Fig. 1: cell placement
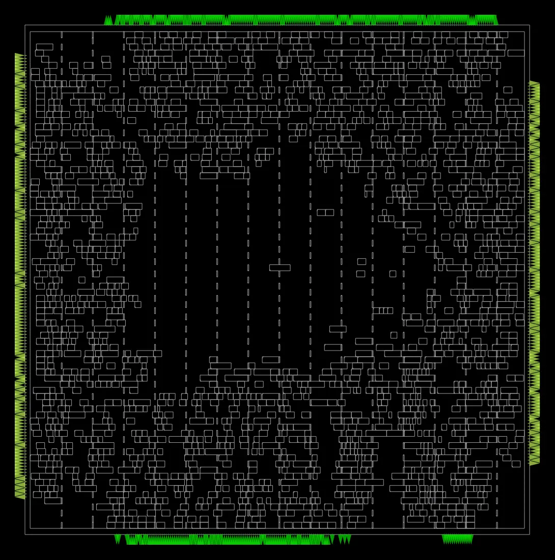
Fig. 2: placement by cell class
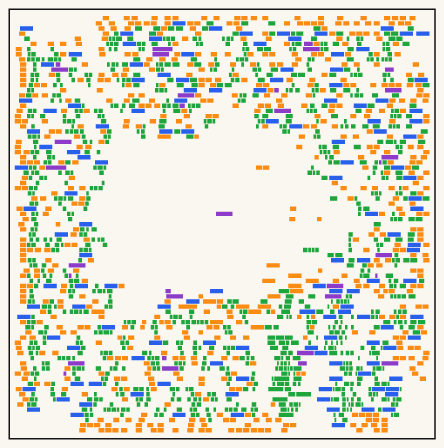
Fig. 3: cell area per tile
The die is cut into 22 by 23 equal tiles; white is low, dark blue is high, 0 to 100% covered.
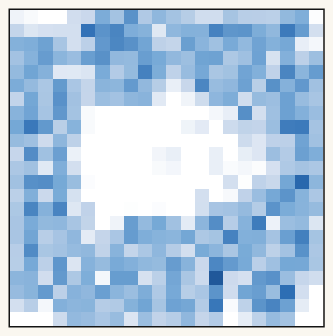
Fig. 4: signal wires on met3
Scale bar: 50 microns.
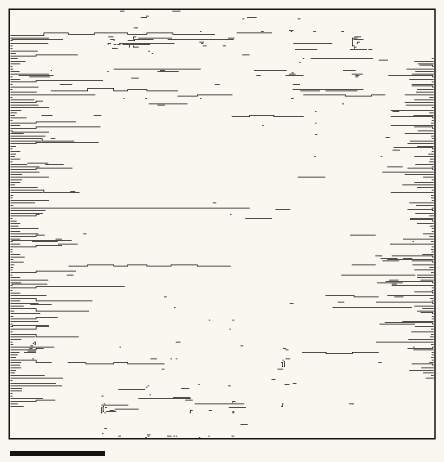
<file path="src/rtl/motion_update_bcast_ctrl.sv">
// Motion-update pass sequencer: round-robin arbitration of particle records onto the cache broadcast bus.
// Optional destination range check is built when MU_BCAST_RANGE_CHECK_EN is defined (adds drop_count).
//
// state      | meaning
// S_IDLE     | waiting for start, outputs quiet
// S_BROADCAST| cache write window open, arbitrating requesters
// S_DRAIN    | one cycle for the last broadcast beat to land, enable still high
// S_SWAP     | enable low while caches write count and flip buffers
// S_DONE     | single-cycle pass-complete pulse
module motion_update_bcast_ctrl #(
   parameter int DATA_WIDTH    = 32,
   parameter int CELL_ID_WIDTH = 4,
   parameter int NUM_REQ       = 4,
   parameter int NUM_CELL_X    = 4,
   parameter int NUM_CELL_Y    = 4,
   parameter int NUM_CELL_Z    = 4,
   parameter int SWAP_WAIT     = 3,
   parameter int CNT_WIDTH     = 16
) (
   input  logic                                 clk,
   input  logic                                 rst,
   input  logic                                 start,
   input  logic [NUM_REQ-1:0]                   req_valid,
   input  logic [NUM_REQ*3*DATA_WIDTH-1:0]      req_data,
   input  logic [NUM_REQ*3*CELL_ID_WIDTH-1:0]   req_dst_cell,
   input  logic [NUM_REQ-1:0]                   req_done,
   output logic [NUM_REQ-1:0]                   req_ready,
   output logic                                 motion_update_enable,
   output logic [3*DATA_WIDTH-1:0]              out_data,
   output logic [3*CELL_ID_WIDTH-1:0]           out_dst_cell,
   output logic                                 out_data_valid,
   output logic                                 busy,
   output logic                                 done,
`ifdef MU_BCAST_RANGE_CHECK_EN
   output logic [CNT_WIDTH-1:0]                 drop_count,
`endif
   output logic [CNT_WIDTH-1:0]                 beat_count
);

   localparam int REC_W = 3*DATA_WIDTH;
   localparam int DST_W = 3*CELL_ID_WIDTH;
   localparam int PTR_W = $clog2(NUM_REQ);
   localparam int SWC_W = $clog2(SWAP_WAIT);

   typedef enum logic [2:0] {
      S_IDLE, S_BROADCAST, S_DRAIN, S_SWAP, S_DONE
   } state_t;

   state_t             state;
   logic [PTR_W-1:0]   rr_ptr;
   logic [SWC_W-1:0]   swap_cnt;
   logic [NUM_REQ-1:0] grant;
   logic [PTR_W-1:0]   gnt_idx;
   logic [PTR_W-1:0]   cand;
   logic               gnt_any;
   logic [REC_W-1:0]   sel_rec;
   logic [DST_W-1:0]   sel_dst;
   logic               keep;
   logic               xfer;
   logic               exit_cond;

   function automatic logic [PTR_W-1:0] wrap_inc(input logic [PTR_W-1:0] base, input int off);
      int sum;
      sum = int'(base) + off;
      if (sum >= NUM_REQ) sum = sum - NUM_REQ;
      return PTR_W'(sum);
   endfunction

   // Scan from the farthest offset down so the nearest valid requester to rr_ptr wins.
   always_comb begin
      grant   = '0;
      gnt_idx = '0;
      gnt_any = 1'b0;
      cand    = '0;
      for (int off = NUM_REQ-1; off >= 0; off--) begin
         cand = wrap_inc(rr_ptr, off);
         if (req_valid[cand]) begin
            grant       = '0;
            grant[cand] = 1'b1;
            gnt_idx     = cand;
            gnt_any     = 1'b1;
         end
      end
   end

   assign sel_rec   = req_data[gnt_idx*REC_W +: REC_W];
   assign sel_dst   = req_dst_cell[gnt_idx*DST_W +: DST_W];
   assign req_ready = (state == S_BROADCAST) ? grant : '0;
   assign xfer      = (state == S_BROADCAST) && gnt_any;
   assign exit_cond = (&req_done) && !(|req_valid);

`ifdef MU_BCAST_RANGE_CHECK_EN
   assign keep = (int'(sel_dst[DST_W-1 -: CELL_ID_WIDTH]) < NUM_CELL_X) &&
                 (int'(sel_dst[2*CELL_ID_WIDTH-1 -: CELL_ID_WIDTH]) < NUM_CELL_Y) &&
                 (int'(sel_dst[CELL_ID_WIDTH-1:0]) < NUM_CELL_Z);
`else
   assign keep = 1'b1;
`endif

   always_ff @(posedge clk) begin
      if (rst) begin
         state                <= S_IDLE;
         rr_ptr               <= '0;
         swap_cnt             <= '0;
         motion_update_enable <= 1'b0;
         out_data             <= '0;
         out_dst_cell         <= '0;
         out_data_valid       <= 1'b0;
         busy                 <= 1'b0;
         done                 <= 1'b0;
         beat_count           <= '0;
`ifdef MU_BCAST_RANGE_CHECK_EN
         drop_count           <= '0;
`endif
      end else begin
         done           <= 1'b0;
         out_data_valid <= 1'b0;
         case (state)
            S_IDLE: begin
               motion_update_enable <= 1'b0;
               busy                 <= 1'b0;
               out_data             <= '0;
               out_dst_cell         <= '0;
               if (start) begin
                  state                <= S_BROADCAST;
                  motion_update_enable <= 1'b1;
                  busy                 <= 1'b1;
                  beat_count           <= '0;
`ifdef MU_BCAST_RANGE_CHECK_EN
                  drop_count           <= '0;
`endif
               end
            end
            S_BROADCAST: begin
               if (xfer) begin
                  rr_ptr <= wrap_inc(gnt_idx, 1);
                  if (keep) begin
                     out_data       <= sel_rec;
                     out_dst_cell   <= sel_dst;
                     out_data_valid <= 1'b1;
                     if (beat_count != '1) beat_count <= beat_count + 1'b1;
                  end
`ifdef MU_BCAST_RANGE_CHECK_EN
                  else if (drop_count != '1) begin
                     drop_count <= drop_count + 1'b1;
                  end
`endif
               end
               if (exit_cond) state <= S_DRAIN;
            end
            S_DRAIN: begin
               state                <= S_SWAP;
               motion_update_enable <= 1'b0;
               swap_cnt             <= SWC_W'(SWAP_WAIT-1);
            end
            S_SWAP: begin
               if (swap_cnt == '0) begin
                  state <= S_DONE;
                  done  <= 1'b1;
               end else begin
                  swap_cnt <= swap_cnt - 1'b1;
               end
            end
            S_DONE: begin
               state        <= S_IDLE;
               busy         <= 1'b0;
               out_data     <= '0;
               out_dst_cell <= '0;
            end
            default: state <= S_IDLE;
         endcase
      end
   end

endmodule

</file>
<file path="config.mk">
export PLATFORM = sky130hd
export DESIGN_NAME = motion_update_bcast_ctrl
export DESIGN_NICKNAME = d
export VERILOG_FILES = /design/src/rtl/motion_update_bcast_ctrl.sv
export SDC_FILE = /design/constraint.sdc
export NUM_CORES = 1
export LEC_CHECK = 0
export CAP_MARGIN = 40
export CORE_AREA = 2 2 222 224
export DETAILED_ROUTE_END_ITERATION = 7
export DIE_AREA = 0 0 224 226
export HOLD_SLACK_MARGIN = 0.08
export PLACE_DENSITY = 0.47
export SYNTH_ARGS = -nofsm -noshare
export SYNTH_HDL_FRONTEND = slang
export SYNTH_SLANG_ARGS = --single-unit
</file>
<file path="constraint.sdc">
create_clock -name clk -period 4.05 [get_ports clk]
set_clock_uncertainty 0.1 [all_clocks]
set_input_delay 0.405 -clock clk [delete_from_list [all_inputs] [get_ports clk]]
set_output_delay 0.405 -clock clk [all_outputs]
set_load 0.005 [all_outputs]
</file>
==> out/summary.txt <==
CP Launch Type = flip-flop
Largest net degree at the start of global routing = 97
Comb. cell area = 6785 sq um
Gpl congestion = 0.8475
Library cells used by synthesis = 51
Outcome = completed
Hold-fix buffers, CTS = 0
TritonCTS clock tree = built
Hold Path Class = reg -> reg
Post-Syn Area per Cell = 8.038 sq um
Reg2reg setup slack = 540 ps
Yosys warning tally = 0
Top power group = combinational cells
DRC errors left = 0
Largest area contributor in the netlist = dfxtp_1
First-pass GRT wire length = 81400 microns
Top Registers = out_data: 96 flops, beat_count: 16 flops, out_dst_cell: 12 flops
Dominant register cell = dfxtp_1
GRT overflow = 0
Register share after synthesis = 26.81%
Sink Count = 135
RSZ-0062 raised after global routing = no
PortBufs = 574
Design Power = 6.754 mW
Most used logic cell in the final layout = clkdlybuf4s50_1
Comb. pwr = 3.41 mW
Critical path class = reg -> out
Yosys stat cell total = 1254
Clock share of power = 25.5%
Mapped Area = 10080 sq um
FMAX = 261.7 MHz
Leak Pwr = 6.353 nW
Clock transition at the registers of the reported paths = 60 ps
Sequential power share = 23.9%
I/O pins = 575
PwrDens = 393.6 nW/um^2
Worst setup EP type = primary output
Registers, synthesis = 135
Most frequent cell after synthesis = dfxtp_1
R2R cell count = 10
Most frequent logic cells in the routed design = 574 x clkdlybuf4s50_1, 134 x dfxtp_1, 129 x nand3_1, 100 x nor3_1, 99 x and3_1
RR Startpoint = rr_ptr[1]
Vias in the first global route = 12.77k
Post-Synthesis Cells = 1254
Slew @ Worst Pin = 921.3 ps
Final Hold Vio Count = 0
Die W = 224 microns
Internal power = 4.050 mW
Log Warnings = 33
Logic gate share of total power = 50.5%
ANT nets after route = 0
Number of enable flip-flop cells = 0
Total GRT Usage = 21.16%
YS chip area = 10080 sq um
HPWL Detailed = 39330 microns
About Fig. 1:
post-layout util: 35.49%
flop share of the area: 15.77%
Core ar.: 48340 sq um
num tapcells: 622
fillers: 4989

About Fig. 2:
legend:
  blue:
    class: registers
    cells: 135
    share_of_their_area: 17%
  green:
    class: remaining logic cells
    cells: 971
    share_of_their_area: 42%
  purple:
    class: clock drivers and dummy loads
    cells: 32
    share_of_their_area: 3.7%
  orange:
    class: remaining buffers and delay cells
    cells: 612
    share_of_their_area: 38%

About Fig. 3:
mean over tiles: 32%
fullest tile: 84%
nearly empty tiles: 16%
tiles over 75% full: 0.60%
emptiest ninth of the die: center

About Fig. 4:
main direction: horizontal
longest straight run: 126 microns
share of all routed wire: 8.1%

==> cells by family (layout without fill, tap and decap cells) <==
group,count (synthesis),count (layout),share of synthesized area (%)
AND-OR/OR-AND,459,459,34.07
AND/OR/NAND/NOR,409,409,21.69
buffers and inverters,155,651,6.542
flip-flops,135,135,26.81
multiplexers,72,72,8.429
XOR/XNOR,14,14,1.217
adder cells (fa/ha/maj),10,10,1.241
other,0,5,0
==> per-stage QoR <==
| stage | util, % | instance area [sq um] | instances | setup WS [ps] | hold slack [ps] |
|---|---|---|---|---|---|
| floorplan | - | 10080 | 1254 | 35.22 | 357.0 |
| global placement | 34.15 | 16510 | 2339 | 412.9 | 344.4 |
| detailed placement | 34.21 | 16540 | 2340 | 372.2 | 353.5 |
| CTS | 35.47 | 17150 | 2372 | 200.6 | 365.2 |
| global route | 35.49 | 17160 | 2377 | 53.21 | 380.3 |
| finish | 35.49 | 17160 | 2377 | 228.1 | 360.8 |
==> layout make-up <==
cell class,count,area share (%)
Multi-Input combinational cell,964,39.54
Tap cell,622,4.535
Inverter,7,0.1604
Antenna cell,5,0.07292
Timing Repair Buffer,612,36.36
Clock buffer,22,2.888
Sequential cell,135,15.77
Clock inverter,10,0.6708
==> critical path, cell delays in order, from the launching register on <==
cell             delay, ps
dfxtp_1                530
inv_1                  110
ha_1                   480
mux4_2                 300
nor2b_1                280
a221o_1                230
o211ai_1               110
a21oi_1                240
clkdlybuf4s50_1        540
==> per-layer routing <==
| metal | routed length [microns] | vias up | global-route usage (%) |
|---|---|---|---|
| li1 | - | 6055 | - |
| met1 | 22540 | 6421 | 25.10 |
| met2 | 27140 | 602 | 35.57 |
| met3 | 4532 | 99 | 6.648 |
| met4 | 1644 | 2 | 8.215 |
| met5 | 13 | - | 0 |
No activity file was given, so power comes from the tool's default toggle rates.
